$ cat src/rtl/jami_glitch_filter.sv
// Inertial-delay glitch filter: synchronises a_in, then only lets a new level through
// to y_out once it has been held for STABLE_CYCLES consecutive cycles.
module jami_glitch_filter #(
   parameter int SYNC_STAGES   = 2,
   parameter int STABLE_CYCLES = 4,
   parameter int GCNT_W        = 8
) (
   input  logic              clk,
   input  logic              rst,
   input  logic              a_in,
   input  logic              glitch_clr,
   output logic              y_out,
   output logic              rise_pulse,
   output logic              fall_pulse,
   output logic              glitch_flag,
   output logic [GCNT_W-1:0] glitch_cnt
);

   localparam int CW = $clog2(STABLE_CYCLES + 1);
   localparam logic [CW-1:0] CNT_LAST = CW'(STABLE_CYCLES - 1);

   logic [SYNC_STAGES-1:0] sync_q;
   logic                   a_sync;
   logic [CW-1:0]          cnt;
   logic                   differ;
   logic                   qualified;
   logic                   glitch_event;
   logic [GCNT_W-1:0]      gcnt_next;

   assign a_sync = sync_q[SYNC_STAGES-1];

   always_ff @(posedge clk) begin
      if (rst) begin
         sync_q <= '0;
      end else begin
         sync_q[0] <= a_in;
         for (int i = 1; i < SYNC_STAGES; i++) begin
            sync_q[i] <= sync_q[i-1];
         end
      end
   end

   // A glitch is a partial qualification that the synchronised input abandoned.
   always_comb begin
      differ       = (a_sync != y_out);
      qualified    = differ && (cnt == CNT_LAST);
      glitch_event = !differ && (cnt != '0);
      gcnt_next    = glitch_cnt;
      if (glitch_clr) begin
         gcnt_next = glitch_event ? GCNT_W'(1) : '0;
      end else if (glitch_event && (glitch_cnt != '1)) begin
         gcnt_next = glitch_cnt + GCNT_W'(1);
      end
   end

   always_ff @(posedge clk) begin
      if (rst) begin
         y_out       <= 1'b0;
         cnt         <= '0;
         rise_pulse  <= 1'b0;
         fall_pulse  <= 1'b0;
         glitch_flag <= 1'b0;
         glitch_cnt  <= '0;
      end else begin
         rise_pulse  <= qualified && a_sync;
         fall_pulse  <= qualified && !a_sync;
         glitch_flag <= glitch_event;
         glitch_cnt  <= gcnt_next;
         if (qualified) begin
            y_out <= a_sync;
            cnt   <= '0;
         end else if (differ) begin
            cnt <= cnt + CW'(1);
         end else begin
            cnt <= '0;
         end
      end
   end

endmodule

$ cat config.mk
export PLATFORM = sky130hd
export DESIGN_NAME = jami_glitch_filter
export DESIGN_NICKNAME = d
export VERILOG_FILES = /design/src/rtl/jami_glitch_filter.sv
export SDC_FILE = /design/constraint.sdc
export NUM_CORES = 1
export LEC_CHECK = 0
export CAP_MARGIN = 10
export CORE_UTILIZATION = 43
export DETAILED_ROUTE_END_ITERATION = 10
export PLACE_DENSITY = 0.79
export SYNTH_ARGS = -nofsm -noshare
export SYNTH_HDL_FRONTEND = slang
export SYNTH_SLANG_ARGS = --single-unit
$ cat constraint.sdc
create_clock -name clk -period 1.6 [get_ports clk]
set_input_delay 0.32 -clock clk [delete_from_list [all_inputs] [get_ports clk]]
set_output_delay 0.32 -clock clk [all_outputs]
set_load 0.05 [all_outputs]
met1.png
(6 px per um) Supply wires on this layer in grey.
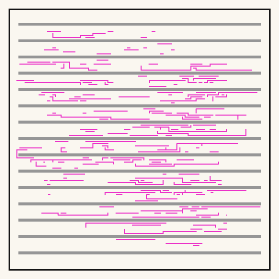
nets with wire on the layer = 92
main direction = horizontal
wire length on this layer = 655 um
longest straight run = 13.3 um

final_clocks.png
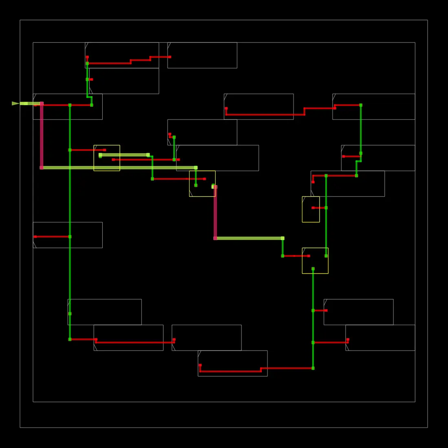
Final Skew: 0.00160 ns
clock group total power: 231 uW

==> ci_impl_report.md <==
### Metrics collected by this job

| Metric | Value |
|---|---|
| Crit path capture type | flip-flop |
| Post-route cell area | 1040 um^2 |
| Sw power | 162 uW |
| Critical path peak fanout | 7 |
| Core area | 1540 um^2 |
| Cells after DPL | 108 |
| Crit path launch type | flip-flop |
| I/O Pins | 16 |
| FMAX | between 600 and 700 MHz |
| Routability cong. | roughly 0.85 |
| Total Power | 700 uW |
| Cell Int Power | 538 uW |
| Die area | 1860 um^2 |
| Fin Hold WS | 0.414 ns |
| Pre-CTS setup slack | 0.00871 ns |
| Pre-antenna DRT Iters | 4 |
| Antenna cells | 0 |
| Main synth FF type | dfxtp_1 |
| Total track usage | 16.8% |
| Worst-margin pin slew | around 0.27 ns |
| Placed inst area | 970 um^2 |
| Reg clk slew, reported paths | 0.10 ns |
| Post-layout minimum cycle time | 1.53 ns |
| Synthesis Warnings | 0 |
| Mapped Cells | 74 |
| GRT Residual Overflow | 0 |
| Critical Path RT | 1.79 ns |
| Residual DRC | 0 |
| First-pass GRT wire length | 2.36 mm |
| Cell area leaders | dfxtp_1, ha_1, nor2_1 |
| Sink Count | 17 |
| Flip-flops with a built-in enable | 0 |
| Lkg Pwr | 0.400 nW |
| Tool warnings | 28 |
| # port buffers | 15 |
| Layout Utilization | 67.7% |
| Largest net degree at the start of global routing | 11 |
| Reg2reg end | glitch_cnt[1] |
| CP Class | flip-flop to flip-flop |
| Total wire length | 1.40 mm |
| Period Utilization, post-route | a little over nine tenths |
| CP endpoint | glitch_cnt[1] |
| Setup crit start | glitch_cnt[1] |
| Relative slew slack | between 80% and 90% |
| FF-to-FF setup slack | 0.07 ns |
| Hold buffer count at cts | 0 |
| Status | complete, no violations |
| Post-DRT Antenna Nets | 0 |
| Non-Filler Instances | 115 |
| # Cells Yosys | 74 |
| CTS tree | yes |
| Worst Path Arrival | 1.72 ns |
| HP Class | flip-flop to flip-flop |
| Final Max Slew Viols | 0 |
| Post-Syn Area per Cell | about 9.9 um^2 |
| Yosys stat chip area | 729 um^2 |
| Ys async rst share | 0% |
| Initial drt markers | 7 |
| Commonest cells in the netlist | dfxtp_1, nor2_1, a21oi_1, inv_1 |
| CTS max path bufs | 2 |
| VDD IR max | 0.626 mV |
| #FFs+latches synth | 17 |
| Distinct lib cells | 29 |
| # rows | 14 |
| FF-to-FF Start | glitch_cnt[1] |
| Final TNS setup | 0 ns |
| Switch share | ~23% |
density.png
(8 px per um) The die is cut into 9 by 9 equal tiles; white is low, dark blue is high, 0 to 100% covered.
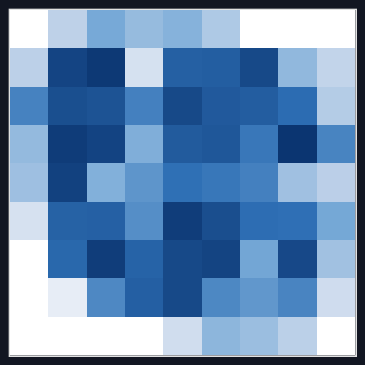
fullest tile = 98%
nearly empty tiles = 14%
densest ninth of the die = middle
mean over tiles = 55%
emptiest ninth of the die = bottom left

==> power by group through the flow <==
stage               logic (mW)  clock network [mW]  registers [mW]
floorplan               0.0162                   0           0.441
global placement        0.0369                   0           0.437
detailed placement      0.0377                   0           0.438
CTS                     0.0380               0.239           0.428
global route            0.0447               0.257           0.429
finish                  0.0413               0.231           0.428
==> area by class of cell <==
class	instances	area, um^2
Clock inverter	1	5.00
Timing Repair Buffer	22	239
Multi-Input combinational cell	51	385
Tap cell	16	20.0
Sequential cell	17	353
Clock buffer	3	22.5
Fill cell	133	498
Inverter	5	18.8
==> cells by family after synthesis <==
kind of cell | count (synthesis) | share of synthesized area [%]
AND-OR/OR-AND | 15 | 14.9
flip-flops | 17 | 46.7
XOR/XNOR | 2 | 3.43
multiplexers | 2 | 2.74
AND/OR/NAND/NOR | 28 | 22.3
buffers and inverters | 6 | 3.09
adder cells (fa/ha/maj) | 4 | 6.86
==> worst min-delay path by stage <==
| stage | to | cells past startpoint | slack [ns] | from |
|---|---|---|---|---|
| floorplan | y_out | 1 | 0.38 | rst |
| global placement | sync_q[1] | 1 | 0.42 | sync_q[0] |
| detailed placement | sync_q[1] | 1 | 0.43 | sync_q[0] |
| CTS | sync_q[1] | 1 | 0.45 | sync_q[0] |
| global route | cnt[0] | 1 | 0.45 | cnt[0] |
| finish | cnt[0] | 1 | 0.41 | cnt[0] |
==> worst max-delay path: stages (launching register included) <==
cell,delay (ns)
dfxtp_4,0.39
ha_2,0.19
nand4_1,0.16
o211ai_4,0.30
buf_4,0.16
mux2i_1,0.17
nor2_1,0.05
==> sequential cells by signal, indices dropped and copies added (netlist names) <==
name / flops
cnt: 3
glitch_cnt: 8
glitch_flag: 1
y_out: 1
sync_q: 2
fall_pulse: 1
rise_pulse: 1
==> layout by cell type (no fill, tap or decap), types with 2 or more instances in the layout <==
master           netlist  routed
a211oi_1               2       2
a21oi_1                5       3
a21oi_2                0       2
buf_12                 0       5
buf_4                  0      13
clkbuf_4               0       3
clkdlybuf4s50_1        0       3
dfxtp_1               17      11
dfxtp_2                0       4
dfxtp_4                0       2
ha_1                   4       3
inv_1                  5       5
mux2i_1                2       2
nand3_1                2       2
nand4_1                2       2
nor2_1                 7       7
nor2b_1                3       3
o21ai_0                3       3
or3_1                  4       4
==> per-layer routing <==
layer / share of wire (%) / wire [um] / global-route usage, % / vias up
li1: - / - / - / 317
met1: 47 / 654 / 21.4 / 290
met2: 49 / 678 / 25.4 / 13
met3: 3.7 / 51 / 6.38 / 4
met4: 0.86 / 12 / 6.67 / 0
met5: 0 / 0 / 0 / -
==> what timing repair did <==
action / 4_1_cts / 5_1_grt
gates resized: 0 / 7
buffers inserted: 1 / 2
setup endpoints to repair: 2 / 3
pin swaps: 1 / 2
Power figures rest on the tool's default switching activity, not on a simulated workload.
